clk_routes.png
Scale: 6 px per micron.
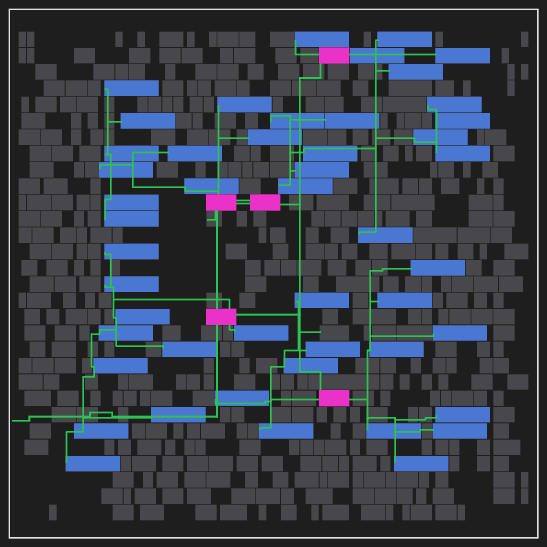
congestion.png
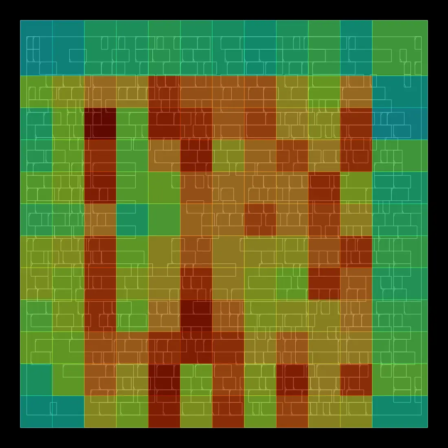
metal_density.png
Scale: 4 px per micron. 18 x 18 tiles, from white (low) to dark blue (high), scaled to the fullest tile. Values are wire area over tile area, all layers added.
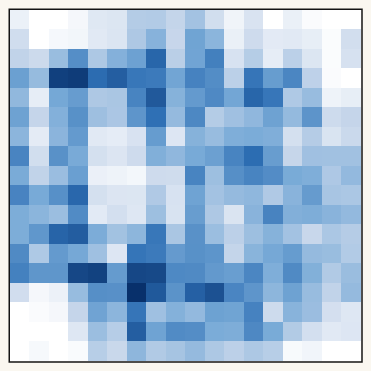
io_fan.png
Scale: 6 px per micron.
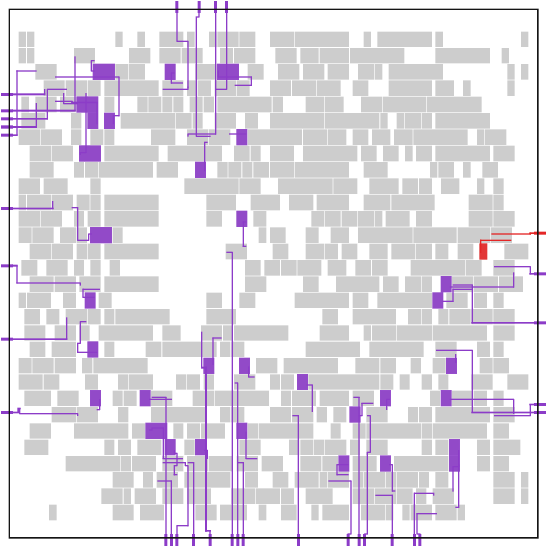
$ cat src/rtl/cp0_pkg.sv
// Shared CP0 register numbers and the priority encoder for the interrupt controller.
package cp0_pkg;

    localparam logic [4:0] CP0_ADDR_CAUSE = 5'h0d;
    localparam logic [4:0] CP0_ADDR_EPC   = 5'h0e;
    localparam logic [4:0] CP0_ADDR_DIS   = 5'h16;
    localparam logic [4:0] CP0_ADDR_MASK  = 5'h17;

    // Highest set bit wins; returns 0 when nothing is set.
    function automatic logic [2:0] prio_enc(input logic [7:0] active);
        logic [2:0] idx;
        idx = 3'd0;
        for (int i = 0; i < 8; i++) begin
            if (active[i]) idx = i[2:0];
        end
        return idx;
    endfunction

endpackage

$ cat src/rtl/cp0_irq_ctrl_sync_edge.sv
// One interrupt channel: two-flop synchroniser followed by a rising-edge detector.
module irq_sync_edge (
    input  logic clk,
    input  logic rst,
    input  logic irq_i,
    output logic rise_o
);

    logic r_meta;
    logic r_sync;
    logic r_prev;

    always_ff @(posedge clk or posedge rst) begin
        if (rst) begin
            r_meta <= 1'b0;
            r_sync <= 1'b0;
            r_prev <= 1'b0;
        end else begin
            r_meta <= irq_i;
            r_sync <= r_meta;
            r_prev <= r_sync;
        end
    end

    assign rise_o = r_sync & ~r_prev;

endmodule

$ cat src/rtl/cp0_irq_ctrl.sv
// CP0 interrupt controller: pending/mask/disable/EPC, mfc0/mtc0 access and ERET.
// Optional CP0_CAUSE_EN adds a read-only CAUSE register at 5'h0d.
module cp0_irq_ctrl #(
    parameter int                N_IRQ      = 3,
    parameter int                DATA_W     = 32,
    parameter logic [DATA_W-1:0] VEC_BASE   = 32'h0000_0400,
    parameter logic [DATA_W-1:0] VEC_STRIDE = 32'h0000_0200
) (
    input  logic              clk,
    input  logic              rst,
    input  logic [N_IRQ-1:0]  irq_i,
    input  logic              accept_i,
    input  logic [DATA_W-1:0] epc_in_i,
    input  logic              eret_i,
    input  logic              mtc0_i,
    input  logic [4:0]        addr_i,
    input  logic [DATA_W-1:0] wdata_i,
    output logic [DATA_W-1:0] rdata_o,
    output logic              take_o,
    output logic [DATA_W-1:0] vector_o,
    output logic [DATA_W-1:0] epc_o
);
    import cp0_pkg::*;

    logic [N_IRQ-1:0]  r_pending;
    logic [N_IRQ-1:0]  r_mask;
    logic              r_dis;
    logic [DATA_W-1:0] r_epc;

    logic [N_IRQ-1:0]  w_rise;
    logic [N_IRQ-1:0]  w_active;
    logic [N_IRQ-1:0]  w_clr;
    logic [N_IRQ-1:0]  w_pending_nxt;
    logic [2:0]        w_winner;
    logic              w_take;
    logic              w_wr_epc;
    logic              w_wr_dis;
    logic              w_wr_mask;
    logic [DATA_W-1:0] w_rdata;

    for (genvar k = 0; k < N_IRQ; k++) begin : g_chan
        irq_sync_edge u_sync (
            .clk    (clk),
            .rst    (rst),
            .irq_i  (irq_i[k]),
            .rise_o (w_rise[k])
        );
    end

    assign w_active = r_pending & r_mask;
    assign w_winner = prio_enc(8'(w_active));
    assign w_take   = (|w_active) & ~r_dis & accept_i & ~eret_i;

    // A new edge on the channel being cleared keeps its request.
    assign w_clr         = w_take ? (N_IRQ'(1) << w_winner) : '0;
    assign w_pending_nxt = (r_pending & ~w_clr) | w_rise;

    assign w_wr_epc  = mtc0_i && (addr_i == CP0_ADDR_EPC);
    assign w_wr_dis  = mtc0_i && (addr_i == CP0_ADDR_DIS);
    assign w_wr_mask = mtc0_i && (addr_i == CP0_ADDR_MASK);

    always_ff @(posedge clk or posedge rst) begin
        if (rst) begin
            r_pending <= '0;
            r_mask    <= '0;
            r_dis     <= 1'b0;
            r_epc     <= '0;
        end else begin
            r_pending <= w_pending_nxt;
            if (w_wr_mask) r_mask <= wdata_i[N_IRQ-1:0];
            if (w_take) begin
                r_epc <= epc_in_i;
                r_dis <= 1'b1;
            end else begin
                if (w_wr_epc) r_epc <= wdata_i;
                if (eret_i) r_dis <= 1'b0;
                else if (w_wr_dis) r_dis <= wdata_i[0];
            end
        end
    end

`ifdef CP0_CAUSE_EN
    logic [2:0] r_last;

    always_ff @(posedge clk or posedge rst) begin
        if (rst) r_last <= 3'd0;
        else if (w_take) r_last <= w_winner;
    end
`endif

    always_comb begin
        w_rdata = '0;
        case (addr_i)
            CP0_ADDR_EPC:  w_rdata = r_epc;
            CP0_ADDR_DIS:  w_rdata[0] = r_dis;
            CP0_ADDR_MASK: w_rdata[N_IRQ-1:0] = r_mask;
`ifdef CP0_CAUSE_EN
            CP0_ADDR_CAUSE: begin
                w_rdata[N_IRQ-1:0] = r_pending;
                w_rdata[10:8]      = r_last;
            end
`endif
            default: ;
        endcase
    end

    assign rdata_o  = w_rdata;
    assign take_o   = w_take;
    assign vector_o = VEC_BASE + DATA_W'(w_winner) * VEC_STRIDE;
    assign epc_o    = r_epc;

endmodule

$ cat config.mk
export PLATFORM = sky130hd
export DESIGN_NAME = cp0_irq_ctrl
export DESIGN_NICKNAME = d
export VERILOG_FILES = /design/src/rtl/cp0_pkg.sv /design/src/rtl/cp0_irq_ctrl_sync_edge.sv /design/src/rtl/cp0_irq_ctrl.sv
export SDC_FILE = /design/constraint.sdc
export NUM_CORES = 1
export LEC_CHECK = 0
export CORE_MARGIN = 1
export CORE_UTILIZATION = 37
export CTS_CLUSTER_DIAMETER = 80
export DETAILED_ROUTE_END_ITERATION = 10
export PLACE_DENSITY = 0.78
export SYNTH_ARGS = -nofsm -noshare
export SYNTH_HDL_FRONTEND = slang
export SYNTH_SLANG_ARGS = --single-unit
$ cat constraint.sdc
create_clock -name clk -period 1.7 [get_ports clk]
set_input_delay 0.34 -clock clk [delete_from_list [all_inputs] [get_ports clk]]
set_output_delay 0.34 -clock clk [all_outputs]
set_load 0.02 [all_outputs]
==> summary.log <==
INFO  layout         stdcell_count=573
INFO  layout         synthToLayoutAreaGrowth=73.4%
INFO  timing         timing.final.setup_violations=10
INFO  routing        highest_layer=met4
INFO  routing        drt_pass1_iterations=4
INFO  placement      final_replace_weighted_congestion=0.770
INFO  die            floorplan_die_height=87.8microns
INFO  timing         rsz_0062_raised_after_global_routing=true
INFO  grt            gr-usage-met3=4.62%
INFO  worst_setup_path cp_cell_sequence=a222oi_1 > buf_4 > nand2b_4 > inv_2 > buf_6
INFO  layout         area_share_nonclk_buffers=41.0%
INFO  layout         comb-cell-share=28.6%
INFO  clocking       cts_tree=built
INFO  synthesis      ys.flops=48
INFO  synthesis      synth.avg_cell_area=8.91squm
INFO  run_status     failed_checks=negative setup slack
INFO  synthesis      netlist.top_cell.by_area=dfrtp_1
INFO  power          power.switching_fraction=39.5%
INFO  timing         timing.final.ws_setup=-0.156ns
INFO  worst_setup_path ff2ff_path_depth=5
INFO  run_status     run_status=finished, violations left
INFO  routing        met2_length=5260microns
INFO  layout         nonClockBufferCount=196
INFO  die            rows=30
INFO  die            die_w=87.8microns
INFO  power          internal_power=0.00312W
INFO  worst_setup_path start_kind=flop
## Picture notes: clk_routes.png
Green shows clock wires, length 614 microns. Blue shows flip-flops, count 48. Magenta shows clock drivers, count 5.
Position of the flops: all over the die.
later-pin clock latency in the skew report: 0.31 ns
Final Skew: 0.0102 ns
total clock network power: 0.000736 W

## Picture notes: congestion.png
share of the core filled with cells in the final layout: 68.1%
grt peak-use layer: met2
GR met2 Demand/Resource: 46.1%

## Picture notes: metal_density.png
The densest ninth of the die: bottom centre. The emptiest ninth of the die: upper right. The mean over all tiles is 0.22. 4.6% of the tiles are nearly empty.
Avg WL per Cell: 17.6 microns
via total after detailed routing: 3,038
routed wire length: 10,100 microns
overall global routing resource usage: 26.4%

## Picture notes: io_fan.png
Red shows rst, bits 1, direction input, edge right, end cells 1, buffers 1, wire 14.4 microns. Purple shows epc_in_i, bits 32, direction input, edge 15 bottom, 9 left, 4 top, 4 right, end cells 32, buffers 32, wire 762 microns.
boundary pin count: 174
number of input and output port buffers inserted: 144

## cell families (layout without fill, tap and decap cells)
| kind of cell | Yosys count | count (layout) | synth area share [%] |
|---|---|---|---|
| AND-OR/OR-AND | 73 | 73 | 16.1 |
| buffers and inverters | 67 | 210 | 14.8 |
| flip-flops | 48 | 48 | 44.1 |
| multiplexers | 4 | 4 | 1.65 |
| other | 1 | 29 | 0.138 |
| AND/OR/NAND/NOR | 113 | 113 | 23.2 |
## worst max-delay path by stage
stage | startpoint | end | slack [ns]
final | r_pending[0] | take_o | -0.16
after global routing | r_pending[0] | take_o | -0.23
after CTS | r_mask[0] | rdata_o[0] | -0.14
after detailed placement | addr_i[4] | rdata_o[30] | -0.85
after global placement | addr_i[4] | rdata_o[13] | -0.82
after floorplan | r_mask[0] | take_o | 0.07
No activity file was given, so power comes from the tool's default toggle rates.
